### src/rtl/seq_det_arb_ctrl_if.sv
// Requester/result bundle for seq_det_arb_ctrl; slave is the controller, master the producer/consumer side.
// Under SEQ_DET_FIRST_POS_EN the bundle also carries res_pos_a.
interface seq_det_arb_ctrl_if #(
  parameter int W = 8
);
  localparam int CW = $clog2(W) + 1;

  logic          req0_valid;
  logic [W-1:0]  req0_data;
  logic          req0_ready;
  logic          req1_valid;
  logic [W-1:0]  req1_data;
  logic          req1_ready;
  logic          res_valid;
  logic          res_id;
  logic [CW-1:0] res_cnt_a;
  logic [CW-1:0] res_cnt_b;
  logic          busy;
`ifdef SEQ_DET_FIRST_POS_EN
  logic [CW-1:0] res_pos_a;
`endif

  modport master (
    output req0_valid, req0_data, req1_valid, req1_data,
    input  req0_ready, req1_ready, res_valid, res_id, res_cnt_a, res_cnt_b, busy
`ifdef SEQ_DET_FIRST_POS_EN
    , input res_pos_a
`endif
  );

  modport slave (
    input  req0_valid, req0_data, req1_valid, req1_data,
    output req0_ready, req1_ready, res_valid, res_id, res_cnt_a, res_cnt_b, busy
`ifdef SEQ_DET_FIRST_POS_EN
    , output res_pos_a
`endif
  );
endinterface

### src/rtl/seq_det_arb_ctrl.sv
// Round-robin front end sharing one overlapping Moore 4-bit sequence detector between two requesters.
// Optional macro SEQ_DET_FIRST_POS_EN adds res_pos_a (bit index ending the first PAT_A match).
module seq_det_arb_ctrl #(
  parameter int         W     = 8,
  parameter logic [3:0] PAT_A = 4'b1001,
  parameter logic [3:0] PAT_B = 4'b1011
) (
  input logic               clk,
  input logic               reset,
  seq_det_arb_ctrl_if.slave bus
);
  localparam int            CW       = $clog2(W) + 1;
  localparam logic [CW-1:0] LAST_BIT = CW'(W - 1);
  localparam logic [CW-1:0] ONE      = CW'(1);
  localparam logic [CW-1:0] ZERO     = CW'(0);

  localparam logic [1:0] ST_IDLE   = 2'd0;
  localparam logic [1:0] ST_SHIFT  = 2'd1;
  localparam logic [1:0] ST_FLUSH  = 2'd2;
  localparam logic [1:0] ST_RESULT = 2'd3;

  logic [1:0]    r_state;
  logic          r_prio1;
  logic [W-1:0]  r_shreg;
  logic          r_id;
  logic [3:0]    r_hist;
  logic [2:0]    r_fill;
  logic [CW-1:0] r_bitcnt;
  logic [CW-1:0] r_cnt_a;
  logic [CW-1:0] r_cnt_b;
  logic          r_res_valid;
  logic          r_res_id;
  logic [CW-1:0] r_res_cnt_a;
  logic [CW-1:0] r_res_cnt_b;
  logic          r_busy;

  logic          w_idle;
  logic          w_grant0;
  logic          w_grant1;
  logic          w_accept;
  logic [1:0]    w_state_nxt;
  logic          w_count_en;
  logic          w_match_a;
  logic          w_match_b;
  logic [CW-1:0] w_cnt_a_nxt;
  logic [CW-1:0] w_cnt_b_nxt;

`ifdef SEQ_DET_FIRST_POS_EN
  logic [CW-1:0] r_pos_a;
  logic [CW-1:0] r_res_pos_a;
  logic [CW-1:0] w_pos_a_nxt;
`endif

  // Ready is combinational in IDLE; held low while reset is asserted so nothing is accepted then.
  always_comb begin
    w_idle   = (r_state == ST_IDLE) && !reset;
    w_grant0 = 1'b0;
    w_grant1 = 1'b0;
    if (w_idle) begin
      if (bus.req0_valid && bus.req1_valid) begin
        w_grant0 = !r_prio1;
        w_grant1 = r_prio1;
      end else begin
        w_grant0 = bus.req0_valid;
        w_grant1 = bus.req1_valid;
      end
    end else begin
      w_grant0 = 1'b0;
      w_grant1 = 1'b0;
    end
    w_accept = w_grant0 || w_grant1;
  end

  always_comb begin
    w_state_nxt = r_state;
    case (r_state)
      ST_IDLE: begin
        if (w_accept) w_state_nxt = ST_SHIFT;
        else          w_state_nxt = ST_IDLE;
      end
      ST_SHIFT: begin
        if (r_bitcnt == LAST_BIT) w_state_nxt = ST_FLUSH;
        else                      w_state_nxt = ST_SHIFT;
      end
      ST_FLUSH:  w_state_nxt = ST_RESULT;
      ST_RESULT: w_state_nxt = ST_IDLE;
      default:   w_state_nxt = ST_IDLE;
    endcase
  end

  // Moore match decode: history registered in the previous cycle is counted in this one.
  always_comb begin
    w_count_en  = (r_state == ST_SHIFT) || (r_state == ST_FLUSH);
    w_match_a   = (r_fill == 3'd4) && (r_hist == PAT_A);
    w_match_b   = (r_fill == 3'd4) && (r_hist == PAT_B);
    w_cnt_a_nxt = r_cnt_a + ((w_count_en && w_match_a) ? ONE : ZERO);
    w_cnt_b_nxt = r_cnt_b + ((w_count_en && w_match_b) ? ONE : ZERO);
  end

`ifdef SEQ_DET_FIRST_POS_EN
  // r_bitcnt is the number of bits already in history, so the matching bit sits at r_bitcnt-1.
  always_comb begin
    w_pos_a_nxt = r_pos_a;
    if (w_count_en && w_match_a && (r_pos_a == {CW{1'b1}})) begin
      w_pos_a_nxt = r_bitcnt - ONE;
    end else begin
      w_pos_a_nxt = r_pos_a;
    end
  end
`endif

  always_ff @(posedge clk) begin
    if (reset) begin
      r_state     <= ST_IDLE;
      r_prio1     <= 1'b0;
      r_shreg     <= {W{1'b0}};
      r_id        <= 1'b0;
      r_hist      <= 4'd0;
      r_fill      <= 3'd0;
      r_bitcnt    <= ZERO;
      r_cnt_a     <= ZERO;
      r_cnt_b     <= ZERO;
      r_res_valid <= 1'b0;
      r_res_id    <= 1'b0;
      r_res_cnt_a <= ZERO;
      r_res_cnt_b <= ZERO;
      r_busy      <= 1'b0;
`ifdef SEQ_DET_FIRST_POS_EN
      r_pos_a     <= {CW{1'b1}};
      r_res_pos_a <= ZERO;
`endif
    end else begin
      r_state     <= w_state_nxt;
      r_busy      <= (w_state_nxt != ST_IDLE);
      r_res_valid <= (r_state == ST_FLUSH);
      case (r_state)
        ST_IDLE: begin
          if (w_accept) begin
            r_shreg  <= w_grant1 ? bus.req1_data : bus.req0_data;
            r_id     <= w_grant1;
            r_prio1  <= w_grant0;
            r_hist   <= 4'd0;
            r_fill   <= 3'd0;
            r_bitcnt <= ZERO;
            r_cnt_a  <= ZERO;
            r_cnt_b  <= ZERO;
`ifdef SEQ_DET_FIRST_POS_EN
            r_pos_a  <= {CW{1'b1}};
`endif
          end
        end
        ST_SHIFT: begin
          r_shreg  <= {r_shreg[W-2:0], 1'b0};
          r_hist   <= {r_hist[2:0], r_shreg[W-1]};
          r_fill   <= (r_fill == 3'd4) ? 3'd4 : (r_fill + 3'd1);
          r_bitcnt <= r_bitcnt + ONE;
          r_cnt_a  <= w_cnt_a_nxt;
          r_cnt_b  <= w_cnt_b_nxt;
`ifdef SEQ_DET_FIRST_POS_EN
          r_pos_a  <= w_pos_a_nxt;
`endif
        end
        ST_FLUSH: begin
          r_cnt_a     <= w_cnt_a_nxt;
          r_cnt_b     <= w_cnt_b_nxt;
          r_res_id    <= r_id;
          r_res_cnt_a <= w_cnt_a_nxt;
          r_res_cnt_b <= w_cnt_b_nxt;
`ifdef SEQ_DET_FIRST_POS_EN
          r_pos_a     <= w_pos_a_nxt;
          r_res_pos_a <= w_pos_a_nxt;
`endif
        end
        ST_RESULT: begin
          r_id <= r_id;
        end
        default: begin
          r_id <= r_id;
        end
      endcase
    end
  end

  assign bus.req0_ready = w_grant0;
  assign bus.req1_ready = w_grant1;
  assign bus.res_valid  = r_res_valid;
  assign bus.res_id     = r_res_id;
  assign bus.res_cnt_a  = r_res_cnt_a;
  assign bus.res_cnt_b  = r_res_cnt_b;
  assign bus.busy       = r_busy;
`ifdef SEQ_DET_FIRST_POS_EN
  assign bus.res_pos_a  = r_res_pos_a;
`endif

endmodule

### src/flat_wrapper.sv
// flat-port wrapper written by rule: the top's interface ports become plain ports
module seq_det_arb_ctrl_flat 
#(
  parameter int         W     = 8,
  parameter logic [3:0] PAT_A = 4'b1001,
  parameter logic [3:0] PAT_B = 4'b1011
)
  (clk, reset, bus_req0_valid, bus_req0_data, bus_req1_valid, bus_req1_data, bus_req0_ready, bus_req1_ready, bus_res_valid, bus_res_id, bus_res_cnt_a, bus_res_cnt_b, bus_busy);
  seq_det_arb_ctrl_if #(.W(W)) bus_i ();
  input logic clk;
  input logic reset;
  input wire logic [$bits(bus_i.req0_valid)-1:0] bus_req0_valid;
  input wire logic [$bits(bus_i.req0_data)-1:0] bus_req0_data;
  input wire logic [$bits(bus_i.req1_valid)-1:0] bus_req1_valid;
  input wire logic [$bits(bus_i.req1_data)-1:0] bus_req1_data;
  output wire logic [$bits(bus_i.req0_ready)-1:0] bus_req0_ready;
  output wire logic [$bits(bus_i.req1_ready)-1:0] bus_req1_ready;
  output wire logic [$bits(bus_i.res_valid)-1:0] bus_res_valid;
  output wire logic [$bits(bus_i.res_id)-1:0] bus_res_id;
  output wire logic [$bits(bus_i.res_cnt_a)-1:0] bus_res_cnt_a;
  output wire logic [$bits(bus_i.res_cnt_b)-1:0] bus_res_cnt_b;
  output wire logic [$bits(bus_i.busy)-1:0] bus_busy;
  assign bus_i.req0_valid = bus_req0_valid;
  assign bus_i.req0_data = bus_req0_data;
  assign bus_i.req1_valid = bus_req1_valid;
  assign bus_i.req1_data = bus_req1_data;
  assign bus_req0_ready = bus_i.req0_ready;
  assign bus_req1_ready = bus_i.req1_ready;
  assign bus_res_valid = bus_i.res_valid;
  assign bus_res_id = bus_i.res_id;
  assign bus_res_cnt_a = bus_i.res_cnt_a;
  assign bus_res_cnt_b = bus_i.res_cnt_b;
  assign bus_busy = bus_i.busy;
  seq_det_arb_ctrl #(.W(W), .PAT_A(PAT_A), .PAT_B(PAT_B)) u_core (.clk(clk), .reset(reset), .bus(bus_i));
endmodule
### config.mk
export PLATFORM = sky130hd
export DESIGN_NAME = seq_det_arb_ctrl_flat
export DESIGN_NICKNAME = d
export VERILOG_FILES = /design/src/rtl/seq_det_arb_ctrl_if.sv /design/src/rtl/seq_det_arb_ctrl.sv /design/src/flat_wrapper.sv
export SDC_FILE = /design/constraint.sdc
export NUM_CORES = 1
export LEC_CHECK = 0
export CAP_MARGIN = 20
export CORE_MARGIN = 3
export CORE_UTILIZATION = 45
export DETAILED_ROUTE_END_ITERATION = 16
export PLACE_DENSITY = 0.79
export RECOVER_POWER = 25
export SYNTH_ARGS = -nofsm -noshare
export SYNTH_HDL_FRONTEND = slang
export SYNTH_SLANG_ARGS = --single-unit
### constraint.sdc
create_clock -name clk -period 2.55 [get_ports clk]
set_input_delay 0.51 -clock clk [delete_from_list [all_inputs] [get_ports clk]]
set_output_delay 0.51 -clock clk [all_outputs]
set_load 0.02 [all_outputs]
Run 1, sequential cells colored by netlist name:
Other sequential cells in the stronger gray, the rest of the logic in the fainter gray.
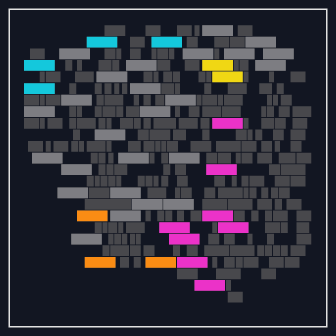
u_core.r_state: marked yellow, sequential cells 2. u_core.bus.res_cnt_a: marked cyan, sequential cells 4, where north-west. u_core.r_fill: marked orange, sequential cells 3. u_core.r_shreg: marked magenta, sequential cells 8.
Another 25 sequential cells are not colored.
P_seq: 0.705 mW
sequential cell area share: 32.6%
Sequential Area: 841 um2
Layout Utilization: 58.4%

Run 1, clock nets:
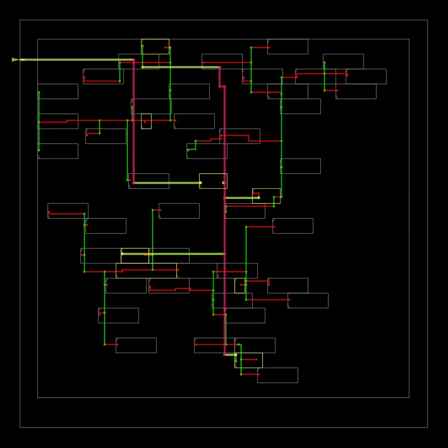
Clock Power: 0.514 mW
Clock buffer cells: 5
Post-Route Skew: 0.00991 ns
Late-Pin Clk Latency: 0.30 ns
flop count: 42

Run 1, gate-type map:
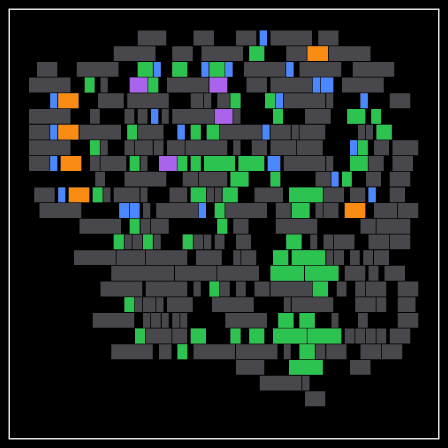
nor cells: marked blue, cells 23, most used nor2_1. aoi and oai cells: marked green, cells 56, most used a21oi_1. xor and xnor cells: marked purple, cells 4, where north. mux cells: marked orange, cells 6, most used mux2i_1.

==> impl_metrics.ini, run 1 <==
; physical design summary
[cells_and_area]
comb.multi_input.count = 167
num-fill-cells = 410
largest_reg_flops = 8
inverters = 10

[min_path]
hold_path_depth = 2

[die]
die_x_um = 74.2

[status]
status = completed

[critical_path]
cp-end-kind = primary output
slowest_stage = dlygate4sd3_1
path_cells = dlygate4sd3_1 > or3_4 > clkinv_8 > dlygate4sd2_1

[pwr]
power.share.clock_pct = 34.1
seq_power_share_pct = 46.7
leakage_nw = 0.957

[timing]
rsz0062_at_grt = no

[logic_synthesis]
syn-cell-area_um2 = 2090
synth-async-reset-ratio_pct = 0
top_cells_by_count = dfxtp_1 (42), nand2_1 (26), nand3_1 (26)

[place]
dpl.cell_count = 315
io_buffers = 32

[clock_network]
cts_hold_buf = 0
==> run 2: changes to the inputs <==
--- a/config.mk
+++ b/config.mk
@@ -8,6 +8,7 @@
 export CAP_MARGIN = 20
 export CORE_MARGIN = 3
 export CORE_UTILIZATION = 45
+export CTS_CLUSTER_DIAMETER = 30
 export DETAILED_ROUTE_END_ITERATION = 16
 export PLACE_DENSITY = 0.79
 export RECOVER_POWER = 25
Run 2, clock nets:
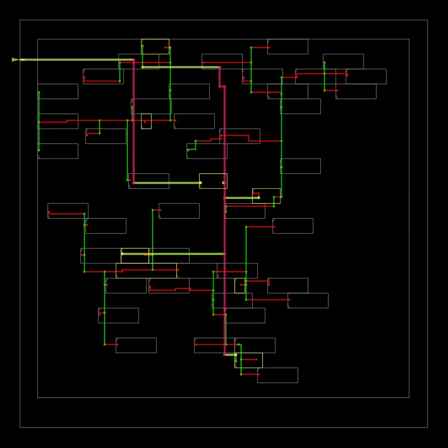
clock sinks: 42
CTS Buf Count: 5

==> impl_metrics.ini, run 2 <==
; physical design summary
[timing]
hold_ws_ns = 0.458
max_freq_mhz = 420
rsz0062_at_grt = no

[cells_and_area]
antenna_cells = 0
nClkBuffers = 5
largest_reg_flops = 8
num-fill-cells = 410
ff_count = 42
seq_share_pct = 32.6
inverters = 10
post-route-util_pct = 58.4

[min_path]
hold_path_depth = 2

[die]
die_x_um = 74.2

[clock_network]
insertion_delay_ns = 0.30
cts_hold_buf = 0

[logic_synthesis]
synth-async-reset-ratio_pct = 0
syn-cell-area_um2 = 2090
top_cells_by_count = dfxtp_1 (42), nand2_1 (26), nand3_1 (26)

[critical_path]
cp-end-kind = primary output

[place]
dpl.cell_count = 315

[pwr]
p_clk_mw = 0.514
power.share.clock_pct = 34.1
leakage_nw = 0.957
seq_power_mw = 0.705

[status]
status = completed
Run 2, supply network:
Pins as bars on the die edge.
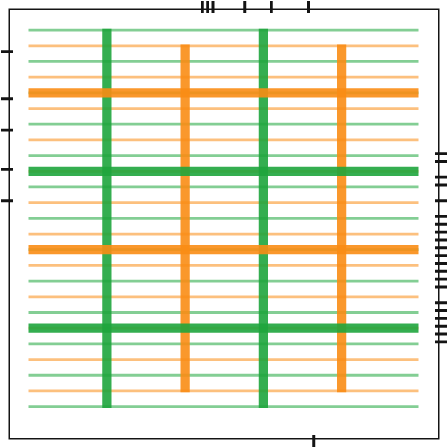
VDD: marked orange. VSS: marked green.
4 straps on met4. 33 signal pins sit on the boundary. The core has 24 rows. 25 met1 rails follow the rows. 4 straps on met5.
worst vdd ir: 0.000468 V
Core Region: 4410 um2

==> run 3: changes to the inputs <==
--- a/config.mk
+++ b/config.mk
@@ -6,11 +6,13 @@
 export NUM_CORES = 1
 export LEC_CHECK = 0
 export CAP_MARGIN = 20
+export CELL_PAD_IN_SITES_DETAIL_PLACEMENT = 1
+export CELL_PAD_IN_SITES_GLOBAL_PLACEMENT = 1
 export CORE_MARGIN = 3
-export CORE_UTILIZATION = 45
+export CORE_UTILIZATION = 40
 export CTS_CLUSTER_DIAMETER = 30
 export DETAILED_ROUTE_END_ITERATION = 16
-export PLACE_DENSITY = 0.79
+export PLACE_DENSITY = 0.89
 export RECOVER_POWER = 25
 export SYNTH_ARGS = -nofsm -noshare
 export SYNTH_HDL_FRONTEND = slang
Run 3, layout detail:
Region (0, 28) to (50, 78) um. Cells in gray, sequential cells in the stronger gray; small squares are vias.
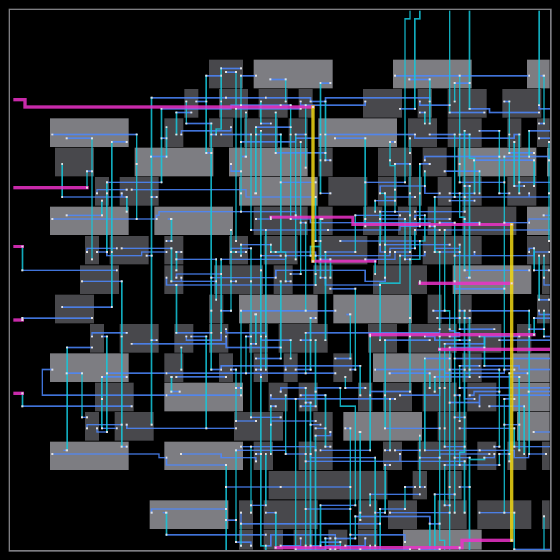
M1: marked blue. M4: marked yellow. M2: marked cyan. M3: marked magenta.
Most frequent: dfxtp_1 (21), a21oi_1 (14), nor2_1 (12). Sequential cells in the window: 21. 126 logic cells have their middle in the window. Netlist names of flops here include u_core.bus.res_cnt_a (4), u_core.bus.res_cnt_b (4), u_core.r_cnt_a (4).

==> impl_metrics.ini, run 3 <==
; physical design summary
[pwr]
leakage_nw = 0.942
seq_power_mw = 0.705
power.share.clock_pct = 35.1
vdd_ir_drop_max_v = 0.000316

[logic_synthesis]
syn-cell-area_um2 = 2090
top_cells_by_count = dfxtp_1 (42), nand2_1 (26), nand3_1 (26)

[die]
die_x_um = 78.3

[cells_and_area]
inverters = 10
nClkBuffers = 6
seq_share_pct = 32.6
post-route-util_pct = 52.9
antenna_cells = 0
ff_count = 42
largest_reg_flops = 8

[critical_path]
cp-end-kind = primary output

[clock_network]
insertion_delay_ns = 0.30
cts_sinks = 42
cts_hold_buf = 0
numCtsBuffers = 5

[timing]
rsz0062_at_grt = no
hold_ws_ns = 0.465

[min_path]
hold_path_depth = 2

[status]
status = completed
Run 3, supply network:
Pins as bars on the die edge.
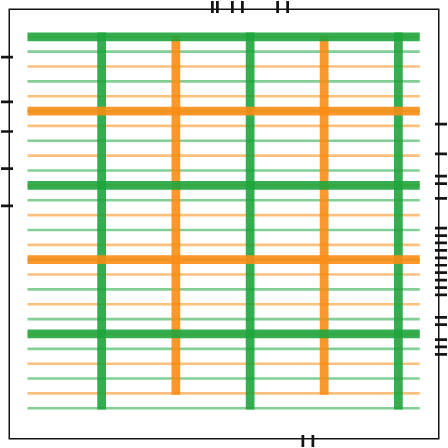
VSS: marked green. VDD: marked orange.
The core has 25 rows. 5 straps on met5. 5 straps on met4. 26 met1 rails follow the rows. 33 signal pins sit on the boundary.

Power and IR drop assume default switching activity.
